### Floorplan with the power grid, run 1

Scale bar: 20 microns. Pins as bars on the die edge. Tap cells in gray.
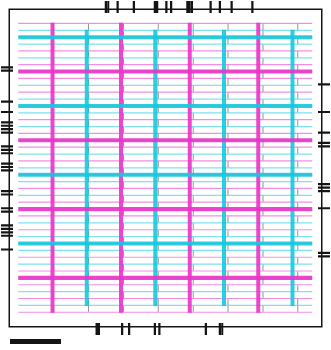
### Placed cells, one color a class, run 1

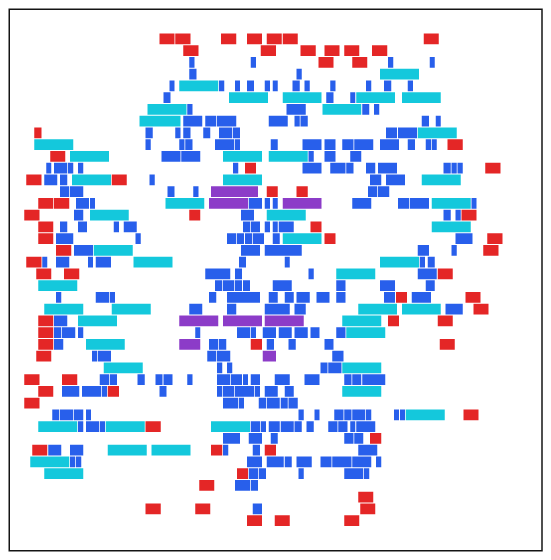
### Clock wires, drivers and flops, run 1

Scale bar: 20 microns.
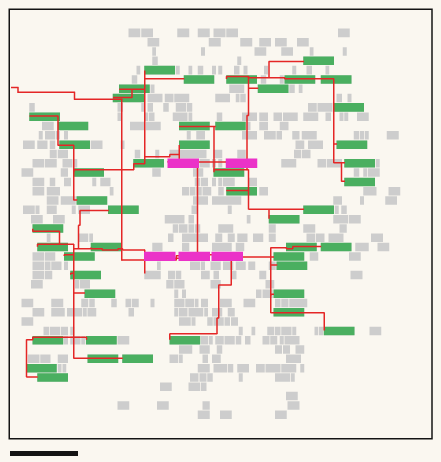
## config.mk

```make
export PLATFORM = sky130hd
export DESIGN_NAME = fifo_mem_control
export DESIGN_NICKNAME = d
export VERILOG_FILES = /design/src/rtl/fifo_mem_control_pkg.sv /design/src/rtl/fifo_ptr.sv /design/src/rtl/fifo_mem_control.sv
export SDC_FILE = /design/constraint.sdc
export NUM_CORES = 1
export LEC_CHECK = 0
export CAP_MARGIN = 20
export CORE_AREA = 3 3 120 122
export DETAILED_ROUTE_END_ITERATION = 12
export DIE_AREA = 0 0 123 125
export PLACE_DENSITY = 0.41
export SLEW_MARGIN = 20
export SYNTH_ARGS = -nofsm -noshare
export SYNTH_HDL_FRONTEND = slang
export SYNTH_SLANG_ARGS = --single-unit
```

## constraint.sdc

```tcl
create_clock -name clk -period 4 [get_ports clk]
set_clock_uncertainty 0.05 [all_clocks]
set_input_delay 0.8 -clock clk [delete_from_list [all_inputs] [get_ports clk]]
set_output_delay 0.8 -clock clk [all_outputs]
set_load 0.005 [all_outputs]
```

## src/rtl/fifo_mem_control_pkg.sv

```systemverilog
// Shared definitions for the FIFO storage memory, its sequencing controller
// and their benches.
//   default_data_width    : memory word width
//   default_address_width : memory address width (depth = 2**address_width)
//   fifo_state_t          : controller FSM encodings (also visible on the
//                           controller's debug 'state' output)
package fifo_mem_control_pkg;

    localparam int default_data_width    = 10;
    localparam int default_address_width = 8;

    typedef enum logic [1:0] {
        INIT   = 2'd0,
        IDLE   = 2'd1,
        ACTIVE = 2'd2,
        ERROR  = 2'd3
    } fifo_state_t;

endpackage

```

## src/rtl/fifo_ptr.sv

```systemverilog
// Wrapping pointer counter used for the FIFO write and read addresses.
// Ports:
//   clk   : clock, rising edge
//   reset : asynchronous active-low reset, pointer -> 0
//   clr   : synchronous clear, has priority over en
//   en    : advance the pointer by one (wraps naturally at 2**width)
//   ptr   : registered pointer value
module fifo_ptr #(
    parameter int width = 8
) (
    input  logic             clk,
    input  logic             reset,
    input  logic             clr,
    input  logic             en,
    output logic [width-1:0] ptr
);

    localparam logic [width-1:0] one = {{(width-1){1'b0}}, 1'b1};

    logic [width-1:0] ptr_reg;

    always_ff @(posedge clk or negedge reset) begin
        if (!reset) begin
            ptr_reg <= '0;
        end else if (clr) begin
            ptr_reg <= '0;
        end else if (en) begin
            ptr_reg <= ptr_reg + one;
        end
    end

    assign ptr = ptr_reg;

endmodule

```

## src/rtl/fifo_mem_control.sv

```systemverilog
// Sequencing controller for the dual-port FIFO storage memory. Converts
// push/pop requests into memory write/read strobes and addresses, tracks
// occupancy, decodes status flags and latches overflow/underflow as a
// sticky error. Data words do not pass through this block.
// Ports:
//   clk, reset          : clock and asynchronous active-low reset
//   init                : synchronous re-initialisation (also clears error)
//   push, pop           : requester write / read requests
//   thr_high, thr_low   : almost-full / almost-empty thresholds (taken in INIT)
//   wrmem_enable        : memory write strobe (combinational, = accepted push)
//   rdmem_enable        : memory read strobe (combinational, = accepted pop)
//   wr_addr, rd_addr    : registered memory addresses
//   valid_out           : read data valid, one cycle after an accepted pop
//   count               : occupancy 0..depth
//   empty, full, almost_empty, almost_full : decodes of count
//   error               : sticky overflow/underflow
//   state               : current FSM state (debug)
module fifo_mem_control
    import fifo_mem_control_pkg::*;
#(
    parameter int data_width    = default_data_width,
    parameter int address_width = default_address_width
) (
    input  logic                     clk,
    input  logic                     reset,
    input  logic                     init,
    input  logic                     push,
    input  logic                     pop,
    input  logic [address_width:0]   thr_high,
    input  logic [address_width:0]   thr_low,
    output logic                     wrmem_enable,
    output logic                     rdmem_enable,
    output logic [address_width-1:0] wr_addr,
    output logic [address_width-1:0] rd_addr,
    output logic                     valid_out,
    output logic [address_width:0]   count,
    output logic                     empty,
    output logic                     full,
    output logic                     almost_empty,
    output logic                     almost_full,
    output logic                     error,
    output logic [1:0]               state
);

    // The word width only matters to the memory instance; reject a
    // nonsensical value at elaboration so mismatched hookups are caught.
    if (data_width < 1) begin : g_bad_data_width
        $error("fifo_mem_control: data_width must be at least 1");
    end

    localparam logic [address_width:0] depth     = {1'b1, {address_width{1'b0}}};
    localparam logic [address_width:0] count_one = {{address_width{1'b0}}, 1'b1};

    fifo_state_t              state_reg, state_next;
    logic [address_width:0]   count_reg, count_next;
    logic [address_width:0]   thr_low_reg, thr_high_reg;
    logic                     error_reg;
    logic                     valid_reg;

    logic accepting;
    logic push_ok, pop_ok;
    logic overflow, underflow;
    logic clear_all;

    // Requests are only honoured in IDLE/ACTIVE; INIT and ERROR ignore them.
    assign accepting = (state_reg == IDLE) || (state_reg == ACTIVE);
    assign push_ok   = accepting & push & ~full;
    assign pop_ok    = accepting & pop  & ~empty;
    // A pop in the same cycle does not rescue a push into a full FIFO, and a
    // push does not bypass into a pop from an empty one.
    assign overflow  = accepting & push & full;
    assign underflow = accepting & pop  & empty;

    // Pointers and count are cleared both on the edge that enters INIT and
    // while sitting in INIT, so INIT always presents an empty FIFO.
    assign clear_all = init | (state_reg == INIT);

    // ---------------------------------------------------------------
    // Write and read pointers
    // ---------------------------------------------------------------
    logic [1:0]               ptr_en;
    logic [address_width-1:0] ptr_val [2];

    assign ptr_en[0] = push_ok;
    assign ptr_en[1] = pop_ok;

    for (genvar gi = 0; gi < 2; gi++) begin : g_ptr
        fifo_ptr #(
            .width (address_width)
        ) u_ptr (
            .clk   (clk),
            .reset (reset),
            .clr   (clear_all),
            .en    (ptr_en[gi]),
            .ptr   (ptr_val[gi])
        );
    end

    assign wr_addr = ptr_val[0];
    assign rd_addr = ptr_val[1];

    // ---------------------------------------------------------------
    // Occupancy
    // ---------------------------------------------------------------
    always_comb begin
        count_next = count_reg;
        if (push_ok && !pop_ok) begin
            count_next = count_reg + count_one;
        end else if (pop_ok && !push_ok) begin
            count_next = count_reg - count_one;
        end
    end

    always_ff @(posedge clk or negedge reset) begin
        if (!reset) begin
            count_reg <= '0;
        end else if (clear_all) begin
            count_reg <= '0;
        end else begin
            count_reg <= count_next;
        end
    end

    // ---------------------------------------------------------------
    // Thresholds: tracked only while in INIT, frozen elsewhere
    // ---------------------------------------------------------------
    always_ff @(posedge clk or negedge reset) begin
        if (!reset) begin
            thr_low_reg  <= '0;
            thr_high_reg <= depth;
        end else if (state_reg == INIT) begin
            thr_low_reg  <= thr_low;
            thr_high_reg <= thr_high;
        end
    end

    // ---------------------------------------------------------------
    // Sticky error and read-valid
    // ---------------------------------------------------------------
    always_ff @(posedge clk or negedge reset) begin
        if (!reset) begin
            error_reg <= 1'b0;
        end else if (init) begin
            error_reg <= 1'b0;
        end else if (overflow || underflow) begin
            error_reg <= 1'b1;
        end
    end

    always_ff @(posedge clk or negedge reset) begin
        if (!reset) begin
            valid_reg <= 1'b0;
        end else begin
            valid_reg <= pop_ok;
        end
    end

    // ---------------------------------------------------------------
    // FSM
    // ---------------------------------------------------------------
    always_ff @(posedge clk or negedge reset) begin
        if (!reset) begin
            state_reg <= INIT;
        end else begin
            state_reg <= state_next;
        end
    end

    always_comb begin
        state_next = state_reg;
        if (init) begin
            state_next = INIT;
        end else begin
            case (state_reg)
                INIT: begin
                    state_next = IDLE;
                end
                IDLE: begin
                    if (overflow || underflow) begin
                        state_next = ERROR;
                    end else if (push_ok) begin
                        state_next = ACTIVE;
                    end
                end
                ACTIVE: begin
                    if (overflow || underflow) begin
                        state_next = ERROR;
                    end else if (count_next == '0) begin
                        state_next = IDLE;
                    end
                end
                ERROR: begin
                    state_next = ERROR;
                end
                default: begin
                    state_next = INIT;
                end
            endcase
        end
    end

    // ---------------------------------------------------------------
    // Outputs
    // ---------------------------------------------------------------
    assign wrmem_enable = push_ok;
    assign rdmem_enable = pop_ok;
    assign valid_out    = valid_reg;
    assign count        = count_reg;
    assign empty        = (count_reg == '0);
    assign full         = (count_reg == depth);
    assign almost_empty = (count_reg <= thr_low_reg);
    assign almost_full  = (count_reg >= thr_high_reg);
    assign error        = error_reg;
    assign state        = state_reg;

endmodule

```

==> flow_metrics.py, run 1 <==
# Auto-generated metrics
metrics = {
    "drt": {
        "wl_met3_microns": 373,
        "routed_wl_microns": 8962,
    },
    "logic_synthesis": {
        "fp_nets": 379,
        "synth.largest_area_cell": "dfrtp_1",
        "synth_seq_share": 0.3841,
        "netlist_area_sq_mm": 0.003065,
        "yosysUniqueCellTypes": 67,
        "syn_inst": 329,
        "ys.flops": 47,
        "post-synth-top-count-cell": "dfrtp_1",
        "ys_async_sr_fraction": 1.000,
    },
    "global_route": {
        "grt_pass1_vias": 2706,
        "met2_usage": 0.1894,
        "grt_max_degree": 36,
        "grt_pass1_wl_microns": 14740,
    },
    "final_timing": {
        "worstMarginPinSlew_ns": 0.7927,
        "period_used_share": 0.9439,
        "hold_viol": 0,
        "setup_viol": 0,
        "fin_tns_setup_ns": 0,
    },
    "setup_path": {
        "cp.arrival_ns": 2.93,
        "critical_path.slowest_cell": "or4b_1",
        "critPathMaxStageDelay_ns": 0.69,
        "path_delay_family": "simple AND/OR/NAND/NOR gates",
        "crit_type": "reg -> out",
        "regToRegStartpoint": "count[0]",
        "regToRegEndpoint": "state[0]",
    },
    "pwr": {
        "power_mw": 2.161,
    },
    "cts": {
        "ctsResizeCount": 0,
        "clock-sinks": 47,
        "cts_max_level": 2,
    },
    "layout": {
        "largest_reg_flops": 16,
        "nNetsFinal": 442,
    },
    "die": {
        "dieArea_sq_mm": 0.01538,
        "die_w_microns": 123,
    },
    "status": {
        "status": "finished clean",
    },
}
-- 'Floorplan with the power grid' (at the start) --
[VDD] cyan
[VSS] magenta
met4 straps: 8
met1 rails: 43
rows: 42
signal pins: 58
tap cells: 176

-- 'Placed cells, one color a class' (at the start) --
[clock drivers and dummy loads] purple | cells: 8 | share of their area: 4.6%
[remaining buffers and delay cells] red | cells: 71 | share of their area: 17%
[registers] cyan | cells: 47 | share of their area: 31%
[remaining logic cells] blue | cells: 267 | share of their area: 47%

-- 'Clock wires, drivers and flops' (at the start) --
[flip-flops] green | count: 47
[clock-net drivers] magenta | count: 5
[clock wires] red | length: 759 microns
flops lie: spread over the die
routed clock nets: 6

-- run 1: final cells by class --
type                       instances  area [sq um]
clock inverter                     2         38.79
clock buffer                       6         138.9
sequential                        47          1177
timing repair buffer              71         670.6
tap                              176         220.2
inverter                          23         86.33
multi-input combinational        244          1727
fill                            1410          9236
-- run 1: report_power, final --
part	total, mW	switching, mW	leakage, nW	internal (mW)
clock	0.507	0.193	0.0875	0.315
sequential	0.646	0.0533	0.617	0.592
combinational	1.01	0.584	1.08	0.424
total	2.16	0.830	1.78	1.33
-- run 1: logic make-up (layout without fill, tap and decap cells) --
kind of cell | count (synthesis) | in the layout | synth area share
and+or+nand+nor | 113 | 113 | 0.1976
AOI/OAI and AO/OA | 78 | 78 | 0.1751
buffers and inverters | 38 | 102 | 0.05265
DFF | 47 | 47 | 0.3841
adders and majority gates | 29 | 29 | 0.1167
muxes | 6 | 6 | 0.02245
xor gates and xnor gates | 18 | 18 | 0.05143
-- run 1: metrics by stage --
step	cells	setup slack [ns]	util	instance area, sq um
6_report	569	0.2243	0.3053	4059
5_1_grt	569	0.06159	0.3053	4059
4_1_cts	569	0.1935	0.3053	4059
3_5_place_dp	561	0.4211	0.2919	3881
3_3_place_gp	561	0.4417	0.2919	3881
2_1_floorplan	329	0.8232	-	3065
-- run 1: worst min path at each step --
stage	end	from
floorplan	thr_high_reg[8]	thr_high_reg[8]
global placement	thr_high_reg[8]	thr_high_reg[8]
finish	g_ptr[0].u_ptr.ptr[5]	reset
global route	g_ptr[0].u_ptr.ptr[2]	reset
detailed placement	thr_high_reg[8]	thr_high_reg[8]
CTS	g_ptr[0].u_ptr.ptr[5]	reset
==> run 2: changes to the inputs <==
CAP_MARGIN = 25   (was 20)
SETUP_SLACK_MARGIN = 0.2   (was not set)
==> flow_metrics.py, run 2 <==
# Auto-generated metrics
metrics = {
    "status": {
        "status": "finished clean",
    },
    "global_route": {
        "gr-total-overflow": 0,
        "grt_pass1_wl_microns": 14740,
        "grt_max_degree": 36,
        "grt_pass1_vias": 2706,
    },
    "final_timing": {
        "fin_tns_setup_ns": 0,
        "hold_viol": 0,
        "worstMarginPinSlew_ns": 0.7624,
        "setup_viol": 0,
        "period_used_share": 0.8974,
        "fin_ws_ns": 0.4102,
    },
    "logic_synthesis": {
        "synth_seq_share": 0.3841,
        "syn_area_per_cell_sq_um": 9.317,
        "synth.largest_area_cell": "dfrtp_1",
        "ys.flops": 47,
        "fp_nets": 379,
        "post-synth-top-count-cell": "dfrtp_1",
        "ys_cells": 329,
        "netlist_area_sq_mm": 0.003065,
        "yosysUniqueCellTypes": 67,
        "ys_async_sr_fraction": 1.000,
        "syn_inst": 329,
    },
    "layout": {
        "design_area_sq_mm": 0.004063,
        "fin_util": 0.3056,
        "stdcell_count": 569,
        "nNetsFinal": 442,
        "largest_reg_flops": 16,
    },
    "place": {
        "post_dp_cell_area_sq_mm": 0.003881,
        "portBuffers": 57,
        "dp_slack_ns": 0.4211,
        "dpl.cell_count": 561,
        "place_congestion": 0.8680,
    },
    "setup_path": {
        "cp.arrival_ns": 2.74,
        "crit_type": "reg -> out",
        "r2r_slack_ns": 0.64,
        "crit_fanout": 7,
    },
    "pwr": {
        "p_comb_frac": 0.467,
        "swShare": 0.3825,
        "seq_power_share": 0.299,
        "p_switching_uw": 827.4,
        "p_int_mw": 1.336,
        "p_clk_frac": 0.234,
        "power_mw": 2.163,
    },
    "drt": {
        "drt_iter0_drc": 168,
        "routed_wl_microns": 8939,
    },
    "cts": {
        "cts_max_level": 2,
        "ctsResizeCount": 1,
        "clock-sinks": 47,
    },
    "die": {
        "dieArea_sq_mm": 0.01538,
    },
}
run 2: cell counts after synthesis:
No cell type changed its count.
run 2: final timing paths:
path | to | from | cells after the start
max in group asynchronous | thr_high_reg[8] | reset | 2
setup reg to reg | state[0] | count[1] | 9
hold reg to reg | thr_high_reg[8] | thr_high_reg[8] | 2
setup / recovery | full | count[1] | 7
min in group clk | thr_high_reg[8] | thr_high_reg[8] | 2
hold / removal | g_ptr[0].u_ptr.ptr[5] | reset | 1
run 2: kinds of logic after synthesis:
family	share of synthesized area
AND-OR/OR-AND	0.1751
XOR/XNOR	0.05143
adder cells (fa/ha/maj)	0.1167
buffers and inverters	0.05265
flip-flops	0.3841
multiplexers	0.02245
AND/OR/NAND/NOR	0.1976
run 2: power by group through the flow:
stage	Sequential (mW)	Clock (mW)	Combinational (mW)
after CTS	0.648	0.521	1.03
after floorplan	0.647	0	0.683
final	0.646	0.506	1.01
after global routing	0.660	0.546	1.15
after detailed placement	0.658	0	1.02
after global placement	0.657	0	1.02
run 2: final cells by class:
type                    count  area, sq um
repair buffers             71        670.6
well taps                 176        220.2
multi-input cells         244         1730
flip-flops and latches     47         1177
clock inverters             2        38.79
inverters                  23        86.33
clock buffers               6        138.9
fillers                  1411         9233
run 2: worst max-delay path, cell delays in order, from the launching register on:
cell and delay (ns):
dfrtp_1 0.44, inv_1 0.15, ha_1 0.25, or4b_4 0.58
nor2_4 0.21, nand2_1 0.13, inv_1 0.17, clkdlybuf4s50_1 0.52
run 2: per-layer routing:
layer	part of all wire	wire length (microns)	track usage
met3	0.046	413	0.02349
met5	0	0	0
met1	0.47	4190	0.1684
met2	0.47	4190	0.1894
met4	0.016	145	0.03192
### Floorplan with the power grid, run 2

Scale bar: 20 microns. Pins as bars on the die edge. Tap cells in gray.
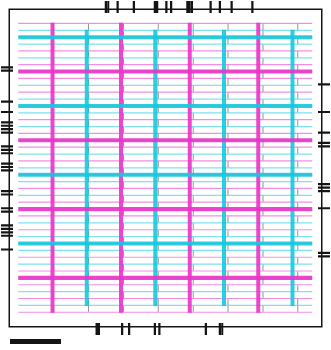
die height: 125 microns
Peak supply drop: 0.0002289 V
Core ar.: 0.01330 sq mm
Die Wd: 123 microns

### Signal wires by layer, run 2

Scale bar: 20 microns. Only two layers are drawn.
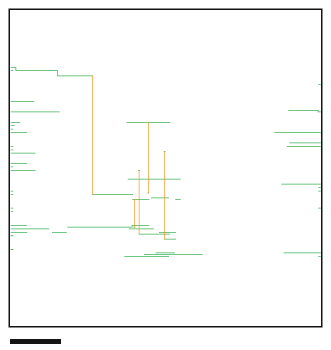
[M3] green | wire length: 413 microns
[M4] orange | wire length: 146 microns

No activity file was given, so power comes from the tool's default toggle rates.
